**src/rtl/mem_req_arbiter.sv**
```systemverilog
// Shares one RAM port between the instruction/data requests of two cores, one access at a time.
// Optional ARB_TIMEOUT_EN aborts an ACCESS after TIMEOUT_CYCLES cycles without ram_ready.
module mem_req_arbiter #(
  parameter int unsigned TIMEOUT_CYCLES = 64,
  parameter bit          RR_INIT        = 1'b1
) (
  input  logic             CLK,
  input  logic             nRST,
  input  logic [1:0]       iren_i,
  input  logic [1:0][31:0] iaddr_i,
  input  logic [1:0]       dren_i,
  input  logic [1:0]       dwen_i,
  input  logic [1:0][31:0] daddr_i,
  input  logic [1:0][31:0] dstore_i,
  output logic [1:0]       iwait_o,
  output logic [1:0]       dwait_o,
  output logic [1:0][31:0] iload_o,
  output logic [1:0][31:0] dload_o,
  output logic             ram_ren_o,
  output logic             ram_wen_o,
  output logic [31:0]      ram_addr_o,
  output logic [31:0]      ram_store_o,
  input  logic [31:0]      ram_load_i,
  input  logic             ram_ready_i,
  output logic [1:0]       arb_err_o
);

  typedef enum logic {StIdle, StAccess} state_e;

  state_e      state_q, state_d;
  logic        core_q, core_d;
  logic        dsrc_q, dsrc_d;
  logic        wen_q, wen_d;
  logic        rr_last_q, rr_last_d;
  logic [31:0] addr_q, addr_d;
  logic [31:0] store_q, store_d;

  logic [1:0]  req;
  logic        pick;
  logic        timeout;
  logic        done;

  if (TIMEOUT_CYCLES == 0 || TIMEOUT_CYCLES > 65535) begin : g_bad_timeout
    $error("TIMEOUT_CYCLES must be in 1..65535 to fit the 16-bit timeout counter");
  end

  assign req = iren_i | dren_i | dwen_i;

  // Round robin only matters on contention; a lone requester always wins.
  always_comb begin
    pick = req[1];
    if (req == 2'b11) begin
      pick = ~rr_last_q;
    end
  end

`ifdef ARB_TIMEOUT_EN
  logic [15:0] cnt_q, cnt_d;

  assign timeout = (state_q == StAccess) && !ram_ready_i &&
                   (cnt_q == 16'(TIMEOUT_CYCLES));

  always_comb begin
    cnt_d = cnt_q;
    if (state_q == StIdle) begin
      cnt_d = '0;
    end else if (!ram_ready_i && !timeout) begin
      cnt_d = cnt_q + 16'd1;
    end
  end

  always_ff @(posedge CLK or negedge nRST) begin
    if (!nRST) begin
      cnt_q <= '0;
    end else begin
      cnt_q <= cnt_d;
    end
  end

  always_comb begin
    arb_err_o = '0;
    if (timeout) begin
      arb_err_o[core_q] = 1'b1;
    end
  end
`else
  assign timeout   = 1'b0;
  assign arb_err_o = '0;
`endif

  assign done = (state_q == StAccess) && (ram_ready_i || timeout);

  always_comb begin
    state_d   = state_q;
    core_d    = core_q;
    dsrc_d    = dsrc_q;
    wen_d     = wen_q;
    addr_d    = addr_q;
    store_d   = store_q;
    rr_last_d = rr_last_q;
    case (state_q)
      StIdle: begin
        if (|req) begin
          core_d  = pick;
          dsrc_d  = dren_i[pick] | dwen_i[pick];
          wen_d   = dwen_i[pick];
          addr_d  = (dren_i[pick] | dwen_i[pick]) ? daddr_i[pick] : iaddr_i[pick];
          store_d = dstore_i[pick];
          state_d = StAccess;
        end
      end
      StAccess: begin
        if (done) begin
          rr_last_d = core_q;
          state_d   = StIdle;
        end
      end
      default: state_d = StIdle;
    endcase
  end

  always_ff @(posedge CLK or negedge nRST) begin
    if (!nRST) begin
      state_q   <= StIdle;
      core_q    <= 1'b0;
      dsrc_q    <= 1'b0;
      wen_q     <= 1'b0;
      addr_q    <= '0;
      store_q   <= '0;
      rr_last_q <= RR_INIT;
    end else begin
      state_q   <= state_d;
      core_q    <= core_d;
      dsrc_q    <= dsrc_d;
      wen_q     <= wen_d;
      addr_q    <= addr_d;
      store_q   <= store_d;
      rr_last_q <= rr_last_d;
    end
  end

  // Strobes follow the registered state so an asynchronous reset drops them at once.
  always_comb begin
    ram_ren_o = (state_q == StAccess) && !wen_q && !timeout;
    ram_wen_o = (state_q == StAccess) && wen_q && !timeout;
    iwait_o   = 2'b11;
    dwait_o   = 2'b11;
    if (done) begin
      if (dsrc_q) begin
        dwait_o[core_q] = 1'b0;
      end else begin
        iwait_o[core_q] = 1'b0;
      end
    end
  end

  assign ram_addr_o  = addr_q;
  assign ram_store_o = store_q;
  assign iload_o     = {ram_load_i, ram_load_i};
  assign dload_o     = {ram_load_i, ram_load_i};

endmodule
```
**config.mk**
```make
export PLATFORM = sky130hd
export DESIGN_NAME = mem_req_arbiter
export DESIGN_NICKNAME = d
export VERILOG_FILES = /design/src/rtl/mem_req_arbiter.sv
export SDC_FILE = /design/constraint.sdc
export NUM_CORES = 1
export LEC_CHECK = 0
export CAP_MARGIN = 30
export CORE_AREA = 2 2 168 170
export CTS_CLUSTER_DIAMETER = 200
export CTS_CLUSTER_SIZE = 20
export DETAILED_ROUTE_END_ITERATION = 6
export DIE_AREA = 0 0 170 172
export GPL_TIMING_DRIVEN = 0
export PLACE_DENSITY = 0.6
export REMOVE_ABC_BUFFERS = 1
export SLEW_MARGIN = 20
export SYNTH_ARGS = -nofsm -noshare
export SYNTH_HDL_FRONTEND = slang
export SYNTH_SLANG_ARGS = --single-unit
```
**constraint.sdc**
```tcl
create_clock -name CLK -period 2.05 [get_ports CLK]
set_input_delay 0.41 -clock CLK [delete_from_list [all_inputs] [get_ports CLK]]
set_output_delay 0.41 -clock CLK [all_outputs]
set_load 0.005 [all_outputs]
```
Figure 1. Routed metal per tile (run 1).
Bar = 50 µm. 34 x 34 tiles, from dark purple (low) to yellow (high), scaled to the fullest tile. Values are wire area over tile area, all layers added.
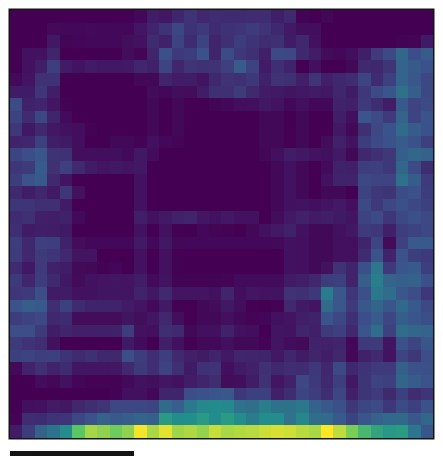
fullest tile: 1.2
mean over tiles: 0.15
nearly empty tiles: 24%
routed wirelength normalized by instance count: 24.0 µm
Routed WL: 23.4 mm
global routing usage summed across all routing layers: 14.5%

Figure 2. Cells by drive strength (run 1).
Bar = 50 µm.
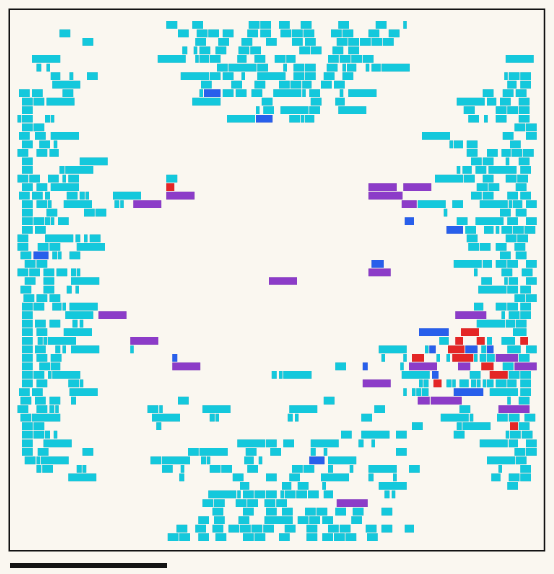
legend:
  purple:
    size: x6 and larger
    cells: 21
  blue:
    size: x2
    cells: 15
  red:
    size: x3 and x4
    cells: 12
  cyan:
    size: x1 and smaller
    cells: 583

==> impl_results.html, run 1 <==
<h3>Run summary</h3>
<table>
<tr><th>Metric</th><th>Value</th></tr>
<tr><th colspan="2">Job</th></tr>
<tr><td>Number of warnings in the stage logs</td><td>26</td></tr>
<tr><td>Maximum capacitance violations</td><td>0</td></tr>
<tr><th colspan="2">Clocking</th></tr>
<tr><td>Clock insertion delay at the later pin of the skew report</td><td>340 ps</td></tr>
<tr><td>CTS clk-pin slew, worst paths</td><td>approximately 60 ps</td></tr>
<tr><td># resized after CTS</td><td>6</td></tr>
<tr><td>Total CTS buffers</td><td>9</td></tr>
<tr><td>Master cell of the clock root buffer</td><td>sky130_fd_sc_hd__clkbuf_16</td></tr>
<tr><td>Post-CTS Repair Setup Buffers</td><td>2</td></tr>
<tr><td>CTS H-tree lvls</td><td>3</td></tr>
<tr><td>CTS tree</td><td>built</td></tr>
<tr><td>Number of buffers on the longest clock path</td><td>2</td></tr>
<tr><td># clock sinks</td><td>69</td></tr>
<tr><th colspan="2">Power</th></tr>
<tr><td>Power density cells</td><td>between 1000 and 1500 nW/µm²</td></tr>
<tr><td>Worst IR drop on VDD</td><td>a little under 0.0005 V</td></tr>
<tr><td>P_leak</td><td>0.00300 µW</td></tr>
<tr><th colspan="2">STA</th></tr>
<tr><td>Number of slew-limit violations in the final report</td><td>0</td></tr>
<tr><td>Number of failing setup endpoints in the final timing report</td><td>0</td></tr>
<tr><td>Clock tree skew after final layout</td><td>6.20 ps</td></tr>
<tr><td>Final clock period utilization by the worst path</td><td>a little over nine tenths</td></tr>
<tr><td>Fmax</td><td>0.502 GHz</td></tr>
<tr><td>Fin. Hold Viols</td><td>0</td></tr>
<tr><td>Fin worst setup slack</td><td>57.7 ps</td></tr>
<tr><td>Worst hold-check slack</td><td>29.2 ps</td></tr>
<tr><td>Clock period minus worst slack</td><td>1990 ps</td></tr>
<tr><th colspan="2">Cells and area</th></tr>
<tr><td>Footprint of the flip-flops and latches</td><td>~1700 µm²</td></tr>
<tr><td>Total area of multi-input combinational cells</td><td>a little under 2000 µm²</td></tr>
<tr><td>Non-clock buffering overhead</td><td>40.2%</td></tr>
<tr><td>Clock buf count</td><td>12</td></tr>
<tr><td>Diode insertion count for antenna repair</td><td>0</td></tr>
<tr><td>Share of final-layout standard cells stronger than drive strength 1</td><td>approximately 7.6%</td></tr>
<tr><td>Logic inverters</td><td>2</td></tr>
<tr><td>Filler instances</td><td>around 3000</td></tr>
<tr><td>Post-synthesis to final-layout area growth</td><td>53.2%</td></tr>
<tr><td>Most common library cell in the layout ignoring fill and taps</td><td>sky130_fd_sc_hd__clkdlybuf4s50_1</td></tr>
<tr><td>Fraction of standard cell area in multi-input logic</td><td>roughly a quarter</td></tr>
<tr><td>Count of plain and timing-repair buffers in the layout</td><td>284</td></tr>
<tr><td>Final layout net count</td><td>approximately 860</td></tr>
<tr><td>Most frequent cells in the layout</td><td>sky130_fd_sc_hd__clkdlybuf4s50_1 (263), sky130_fd_sc_hd__mux2i_1 (95), sky130_fd_sc_hd__nand2_1 (71), sky130_fd_sc_hd__dfrtp_1 (67), sky130_fd_sc_hd__o21ai_1 (33)</td></tr>
<tr><td>Clock buffers and inverters, area share</td><td>about 4%</td></tr>
<tr><td>Seq Cell Count</td><td>a little under 70</td></tr>
<tr><td>Multi-input logic cell count</td><td>between 200 and 300</td></tr>
<tr><td>Area-dominant class</td><td>buffers</td></tr>
<tr><td>Final non-filler cell area</td><td>7340 µm²</td></tr>
<tr><th colspan="2">Critical path</th></tr>
<tr><td>Reg2Reg Depth</td><td>6</td></tr>
<tr><td>Reg-to-reg setup timing slack</td><td>approximately 160 ps</td></tr>
<tr><td>Data required time at the worst endpoint</td><td>2250 ps</td></tr>
<tr><td>Arrival @ worst endpoint</td><td>approximately 2200 ps</td></tr>
<tr><td>Startpoint types</td><td>input port</td></tr>
<tr><td>Critical path start-end classification</td><td>in2reg</td></tr>
<tr><td>Crit path buffers/inverters</td><td>3</td></tr>
<tr><td>Endpoint of the worst-slack reg-to-reg timing path</td><td>ram_addr_o[17]</td></tr>
<tr><td>Slowest CP cell</td><td>sky130_fd_sc_hd__clkdlybuf4s50_1</td></tr>
<tr><td>Total stage count of the critical path</td><td>7</td></tr>
<tr><td>Timing endpoint of the critical path</td><td>ram_addr_o[17]</td></tr>
<tr><td>Critical Path Fanout Max</td><td>9</td></tr>
<tr><td>Launch point of the worst reg-to-reg path</td><td>rr_last_q</td></tr>
<tr><td>CP Cell Sequence</td><td>clkdlybuf4s50_1 &gt; nor3_4 &gt; o21bai_4 &gt; buf_6 &gt; buf_6 &gt; mux2i_2 &gt; o221ai_1</td></tr>
<tr><td>Kind of end point of the critical path</td><td>flop</td></tr>
<tr><td>Largest stage delay, worst path</td><td>roughly 520 ps</td></tr>
<tr><td>Category of cells accounting for the largest share of critical-path delay</td><td>buffers and inverters</td></tr>
<tr><th colspan="2">Floorplan</th></tr>
<tr><td>Height of the die</td><td>between 150 and 200 µm</td></tr>
<tr><td>Tap cell instance count</td><td>around 350</td></tr>
<tr><td>Std-Cell Core Area</td><td>around 27000 µm²</td></tr>
<tr><td>Core utilization at floorplan</td><td>roughly 17%</td></tr>
<tr><td>Horizontal die dimension</td><td>approximately 170 µm</td></tr>
<tr><td>Top-level I/O count</td><td>approximately 430</td></tr>
<tr><td>Die area</td><td>just under 30000 µm²</td></tr>
<tr><th colspan="2">Detailed routing</th></tr>
<tr><td>Max layer used</td><td>met5</td></tr>
<tr><td>Wl on met1</td><td>approximately 9 mm</td></tr>
<tr><td>Post-detailed-route DRC marker count</td><td>0</td></tr>
<tr><td>Met2 wirelength from detailed routing</td><td>around 9.3 mm</td></tr>
<tr><td>Length of routed met3 wiring</td><td>about 4 mm</td></tr>
<tr><td>Violation count after the first detailed-route iteration</td><td>~200</td></tr>
<tr><td>Vias after detailed routing</td><td>about 4200</td></tr>
<tr><td>Drt first pass iters</td><td>4</td></tr>
<tr><th colspan="2">Synthesis</th></tr>
<tr><td>Top cells by instance count after synthesis</td><td>sky130_fd_sc_hd__buf_4 (137), sky130_fd_sc_hd__mux2i_1 (97), sky130_fd_sc_hd__nand2_1 (72)</td></tr>
<tr><td>Area of the synthesized netlist per yosys stat</td><td>between 4000 and 5000 µm²</td></tr>
<tr><td>Mux area share</td><td>between 20 and 25%</td></tr>
<tr><td>Cell count listed in synth_stat.txt</td><td>around 500</td></tr>
<tr><td>Top area contributor share</td><td>a little over a third</td></tr>
<tr><td>Mean area per synthesized cell</td><td>approximately 9.8 µm²</td></tr>
<tr><td>Post-synthesis compound-gate area fraction</td><td>between 10% and 20%</td></tr>
<tr><td>Unique masters post-synth</td><td>29</td></tr>
<tr><td>Top non-seq family</td><td>buffers and inverters</td></tr>
<tr><td>Count of yosys warnings during synthesis</td><td>0</td></tr>
<tr><td>Area share of xor/xnor cells in the synthesized design</td><td>0%</td></tr>
<tr><td>Syn Inst Count</td><td>488</td></tr>
<tr><td>Post-synthesis cell type with the largest combined area</td><td>sky130_fd_sc_hd__dfrtp_1</td></tr>
<tr><td>Most used flip-flop cell after synthesis</td><td>sky130_fd_sc_hd__dfrtp_1</td></tr>
<tr><td>Post-synth EDFFs</td><td>0</td></tr>
<tr><td>Synthesized-area fraction occupied by and/or/nand/nor cells</td><td>under 10%</td></tr>
<tr><td>Synth top cell by count</td><td>sky130_fd_sc_hd__buf_4</td></tr>
<tr><td>FA/HA/MAJ Cells, Area Fraction</td><td>0%</td></tr>
<tr><td>Cell area after synthesis</td><td>~4800 µm²</td></tr>
<tr><td>Cell types occupying the most area after synthesis</td><td>sky130_fd_sc_hd__dfrtp_1 (36%), sky130_fd_sc_hd__buf_4 (21%), sky130_fd_sc_hd__mux2i_1 (20%)</td></tr>
<tr><th colspan="2">GRT</th></tr>
<tr><td>Wire length of the first global-routing pass</td><td>between 20 and 30 mm</td></tr>
<tr><td>Global-route met2 utilization</td><td>roughly a fifth</td></tr>
<tr><td>Layer with the highest usage after global routing</td><td>met2</td></tr>
<tr><td>Total grt overflow</td><td>0</td></tr>
<tr><td>Met1 usage</td><td>15.5%</td></tr>
<tr><td>Largest net degree at the start of global routing</td><td>just over 70</td></tr>
<tr><td>Antenna violations before repair</td><td>0</td></tr>
<tr><td>Vias in the first global route</td><td>4180</td></tr>
<tr><th colspan="2">Placement</th></tr>
<tr><td>Tally of buffers added on design ports</td><td>around 270</td></tr>
<tr><td>Final weighted congestion of routability-driven global placement</td><td>between 0.8 and 0.9</td></tr>
<tr><td>Detailed placement HPWL</td><td>between 15 and 20 mm</td></tr>
<tr><td>Pre-CTS setup slack</td><td>-721 ps</td></tr>
<tr><td>Post-DP Area</td><td>6920 µm²</td></tr>
<tr><th colspan="2">Status</th></tr>
<tr><td>Run status</td><td>complete, no violations</td></tr>
<tr><th colspan="2">Hold path</th></tr>
<tr><td>Type of the worst min-delay path</td><td>in2async</td></tr>
</table>
Figure 3. Cell outlines without signal wires (run 1).
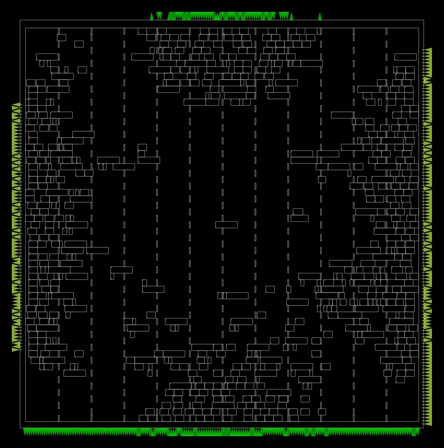
count of standard-cell rows: 61
register fraction of the total cell area: 23.6%
Finished Core Util: 26.7%

[run 1: flip-flops by register name (all words and copies together) (netlist names)]
| register | flops |
|---|---|
| state_q | 1 |
| ram_addr_o | 32 |
| rr_last_q | 1 |
| wen_q | 1 |
| core_q | 1 |
| ram_store_o | 32 |
| dsrc_q | 1 |
[run 1: where the power goes]
| part | total (µW) | switching, µW | internal (µW) |
|---|---|---|---|
| sequential | 2450 | 389 | 2060 |
| clock | 1610 | 633 | 973 |
| combinational | 4890 | 2200 | 2690 |
| total | 8940 | 3220 | 5720 |
[run 1: stage by stage]
step | power, µW | instances | TNS, ps
after floorplan | 4650 | 329 | -185940
after global placement | 7040 | 945 | -466380
after detailed placement | 7130 | 953 | -28670
after CTS | 8790 | 969 | -1100
after global routing | 9620 | 977 | -4.62
final | 8940 | 977 | 0
Figure 4. M4 wires (run 1).
Bar = 50 µm. Supply wires on this layer in grey.
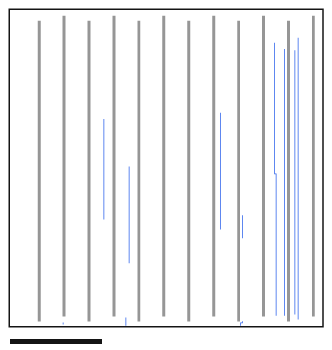

==> run 2: changes to the inputs <==
--- a/config.mk
+++ b/config.mk
@@ -18,3 +18,4 @@
 export SYNTH_ARGS = -nofsm -noshare
 export SYNTH_HDL_FRONTEND = slang
 export SYNTH_SLANG_ARGS = --single-unit
+export TNS_END_PERCENT = 20
Figure 5. M4 wires (run 2).
Bar = 50 µm. Supply wires on this layer in grey.
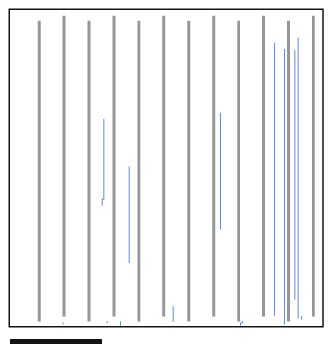
share of all routed wire: 3.3%
wire length on this layer: 765 µm
Routed WL: 23.0 mm
vias after detailed routing: 4197

Figure 6. Cells by drive strength (run 2).
Bar = 50 µm.
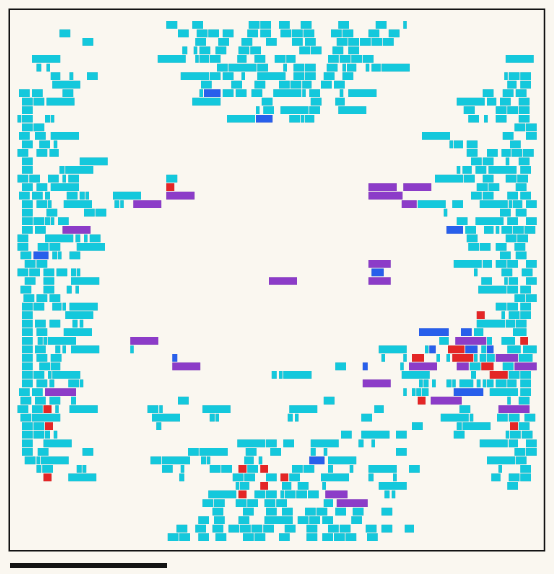
legend:
  blue:
    size: x2
    cells: 14
  purple:
    size: x6 and larger
    cells: 23
  red:
    size: x3 and x4
    cells: 18
  cyan:
    size: x1 and smaller
    cells: 584

==> run 2 against run 1 <==
Effect of this change:
- flip-flop count did not move
- maximum frequency is 1.3% lower
- count of clock-buffer cells in the layout is the same
- largest cell class unchanged
- global-route usage is essentially flat
- clock skew increased by 0.65 ps
- utilization up 0.36 points
- first-iteration DRC count up 3.6%
==> impl_results.html, run 2 <==
<h3>Run summary</h3>
<table>
<tr><th>Metric</th><th>Value</th></tr>
<tr><th colspan="2">STA</th></tr>
<tr><td>Fin. Hold Viols</td><td>0</td></tr>
<tr><td>Fmax</td><td>between 0.4 and 0.5 GHz</td></tr>
<tr><td>Clock tree skew after final layout</td><td>roughly 6.9 ps</td></tr>
<tr><td>Number of slew-limit violations in the final report</td><td>0</td></tr>
<tr><td>Worst hold-check slack</td><td>about 27 ps</td></tr>
<tr><td>Final clock period utilization by the worst path</td><td>between 90% and 100%</td></tr>
<tr><td>Number of failing setup endpoints in the final timing report</td><td>0</td></tr>
<tr><th colspan="2">Cells and area</th></tr>
<tr><td>Register fraction of the total cell area</td><td>between 20 and 25%</td></tr>
<tr><td>Most common library cell in the layout ignoring fill and taps</td><td>sky130_fd_sc_hd__clkdlybuf4s50_1</td></tr>
<tr><td>Share of final-layout standard cells stronger than drive strength 1</td><td>approximately 8.6%</td></tr>
<tr><td>Total area of multi-input combinational cells</td><td>1910 µm²</td></tr>
<tr><td>Diode insertion count for antenna repair</td><td>0</td></tr>
<tr><td>Final non-filler cell area</td><td>7440 µm²</td></tr>
<tr><td>Finished Core Util</td><td>between 20% and 30%</td></tr>
<tr><td>Multi-input logic cell count</td><td>approximately 260</td></tr>
<tr><td>Footprint of the flip-flops and latches</td><td>1730 µm²</td></tr>
<tr><td>Clock buffers and inverters, area share</td><td>between 3 and 4%</td></tr>
<tr><td>Count of plain and timing-repair buffers in the layout</td><td>between 200 and 300</td></tr>
<tr><td>Logic inverters</td><td>2</td></tr>
<tr><td>Final layout net count</td><td>roughly 870</td></tr>
<tr><td>Post-synthesis to final-layout area growth</td><td>55.3%</td></tr>
<tr><td>Most frequent cells in the layout</td><td>sky130_fd_sc_hd__clkdlybuf4s50_1 (260), sky130_fd_sc_hd__mux2i_1 (95), sky130_fd_sc_hd__nand2_1 (72), sky130_fd_sc_hd__dfrtp_1 (67), sky130_fd_sc_hd__o21ai_1 (33)</td></tr>
<tr><th colspan="2">Synthesis</th></tr>
<tr><td>Syn Inst Count</td><td>488</td></tr>
<tr><td>Synth top cell by count</td><td>sky130_fd_sc_hd__buf_4</td></tr>
<tr><td>Unique masters post-synth</td><td>29</td></tr>
<tr><td>Cell count listed in synth_stat.txt</td><td>between 400 and 500</td></tr>
<tr><td>Post-synth EDFFs</td><td>0</td></tr>
<tr><td>Area of the synthesized netlist per yosys stat</td><td>4790 µm²</td></tr>
<tr><td>Count of yosys warnings during synthesis</td><td>0</td></tr>
<tr><td>Top cells by instance count after synthesis</td><td>sky130_fd_sc_hd__buf_4 (137), sky130_fd_sc_hd__mux2i_1 (97), sky130_fd_sc_hd__nand2_1 (72)</td></tr>
<tr><td>Cell area after synthesis</td><td>4790 µm²</td></tr>
<tr><td>Mean area per synthesized cell</td><td>slightly below 10 µm²</td></tr>
<tr><th colspan="2">Power</th></tr>
<tr><td>Clock power share</td><td>17.8%</td></tr>
<tr><td>Largest power group</td><td>combinational cells</td></tr>
<tr><td>P_leak</td><td>around 0.003 µW</td></tr>
<tr><td>Total power draw</td><td>approximately 9100 µW</td></tr>
<tr><td>Combinational cell power</td><td>roughly 5000 µW</td></tr>
<tr><td>Internal power contribution</td><td>5860 µW</td></tr>
<tr><td>NetSw</td><td>roughly 3200 µW</td></tr>
<tr><td>Proportion of power drawn by combinational gates</td><td>a little under three fifths</td></tr>
<tr><td>Clk power</td><td>1610 µW</td></tr>
<tr><td>Sequential fraction of design power</td><td>between 20 and 30%</td></tr>
<tr><td>Switching share of total power</td><td>a little over a third</td></tr>
<tr><td>Worst IR drop on VDD</td><td>around 0.00056 V</td></tr>
<tr><th colspan="2">Placement</th></tr>
<tr><td>Detailed placement HPWL</td><td>around 18 mm</td></tr>
<tr><td>Pre-CTS setup slack</td><td>-721 ps</td></tr>
<tr><td>Post-DP Area</td><td>roughly 7000 µm²</td></tr>
<tr><td>Post-placement cell count</td><td>953</td></tr>
<tr><th colspan="2">Floorplan</th></tr>
<tr><td>Count of standard-cell rows</td><td>between 60 and 70</td></tr>
<tr><td>Core utilization at floorplan</td><td>between 15 and 20%</td></tr>
<tr><td>Die area</td><td>around 29000 µm²</td></tr>
<tr><td>Std-Cell Core Area</td><td>27500 µm²</td></tr>
<tr><td>Horizontal die dimension</td><td>approximately 170 µm</td></tr>
<tr><td>Tap cell instance count</td><td>about 350</td></tr>
<tr><th colspan="2">Critical path</th></tr>
<tr><td>Critical path start-end classification</td><td>reg2out</td></tr>
<tr><td>Reg2Reg Depth</td><td>6</td></tr>
<tr><td>Reg-to-reg setup timing slack</td><td>roughly 190 ps</td></tr>
<tr><td>Kind of end point of the critical path</td><td>output pin</td></tr>
<tr><td>Category of cells accounting for the largest share of critical-path delay</td><td>simple AND/OR/NAND/NOR gates</td></tr>
<tr><td>CP Cell Sequence</td><td>nand2_1 &gt; or3_4 &gt; dlygate4sd2_1</td></tr>
<tr><td>Crit path buffers/inverters</td><td>1</td></tr>
<tr><td>Endpoint of the worst-slack reg-to-reg timing path</td><td>ram_addr_o[17]</td></tr>
<tr><td>Timing endpoint of the critical path</td><td>iwait_o[0]</td></tr>
<tr><th colspan="2">Clocking</th></tr>
<tr><td>Total CTS buffers</td><td>9</td></tr>
<tr><td>Number of buffers on the longest clock path</td><td>2</td></tr>
<tr><td># clock sinks</td><td>slightly below 70</td></tr>
<tr><th colspan="2">GRT</th></tr>
<tr><td>Antenna violations before repair</td><td>0</td></tr>
<tr><td>Wire length of the first global-routing pass</td><td>~30 mm</td></tr>
<tr><td>Largest net degree at the start of global routing</td><td>between 70 and 80</td></tr>
<tr><th colspan="2">Status</th></tr>
<tr><td>Run status</td><td>complete, no violations</td></tr>
<tr><th colspan="2">Job</th></tr>
<tr><td>Maximum capacitance violations</td><td>0</td></tr>
<tr><td>Number of warnings in the stage logs</td><td>27</td></tr>
<tr><th colspan="2">Detailed routing</th></tr>
<tr><td>Drt first pass iters</td><td>4</td></tr>
<tr><td>Violation count after the first detailed-route iteration</td><td>204</td></tr>
</table>
[run 2: cell count changes in the layout (fill, tap and decap cells not counted), sizes merged]
cell / before / now
dlymetal6s2s: 3 / 6
clkdlybuf4s50: 263 / 260
a21o: 2 / 1
buf: 14 / 23
[run 2: cells by family after synthesis]
logic type             count (synthesis)  share of synthesized area, %
other                                  1                        0.0783
AOI/OAI and AO/OA                     74                          11.1
and+or+nand+nor                       85                          7.23
muxes                                 97                          20.3
DFF                                   69                          36.1
buffers and inverters                162                          25.3
[run 2: per-layer routing]
metal	part of all wire, %	global-route usage [%]
met1	39	15.5
met2	40	19.9
met3	18	12.5
met4	3.3	6.06
met5	0.49	4.17
Power and IR drop assume default switching activity.
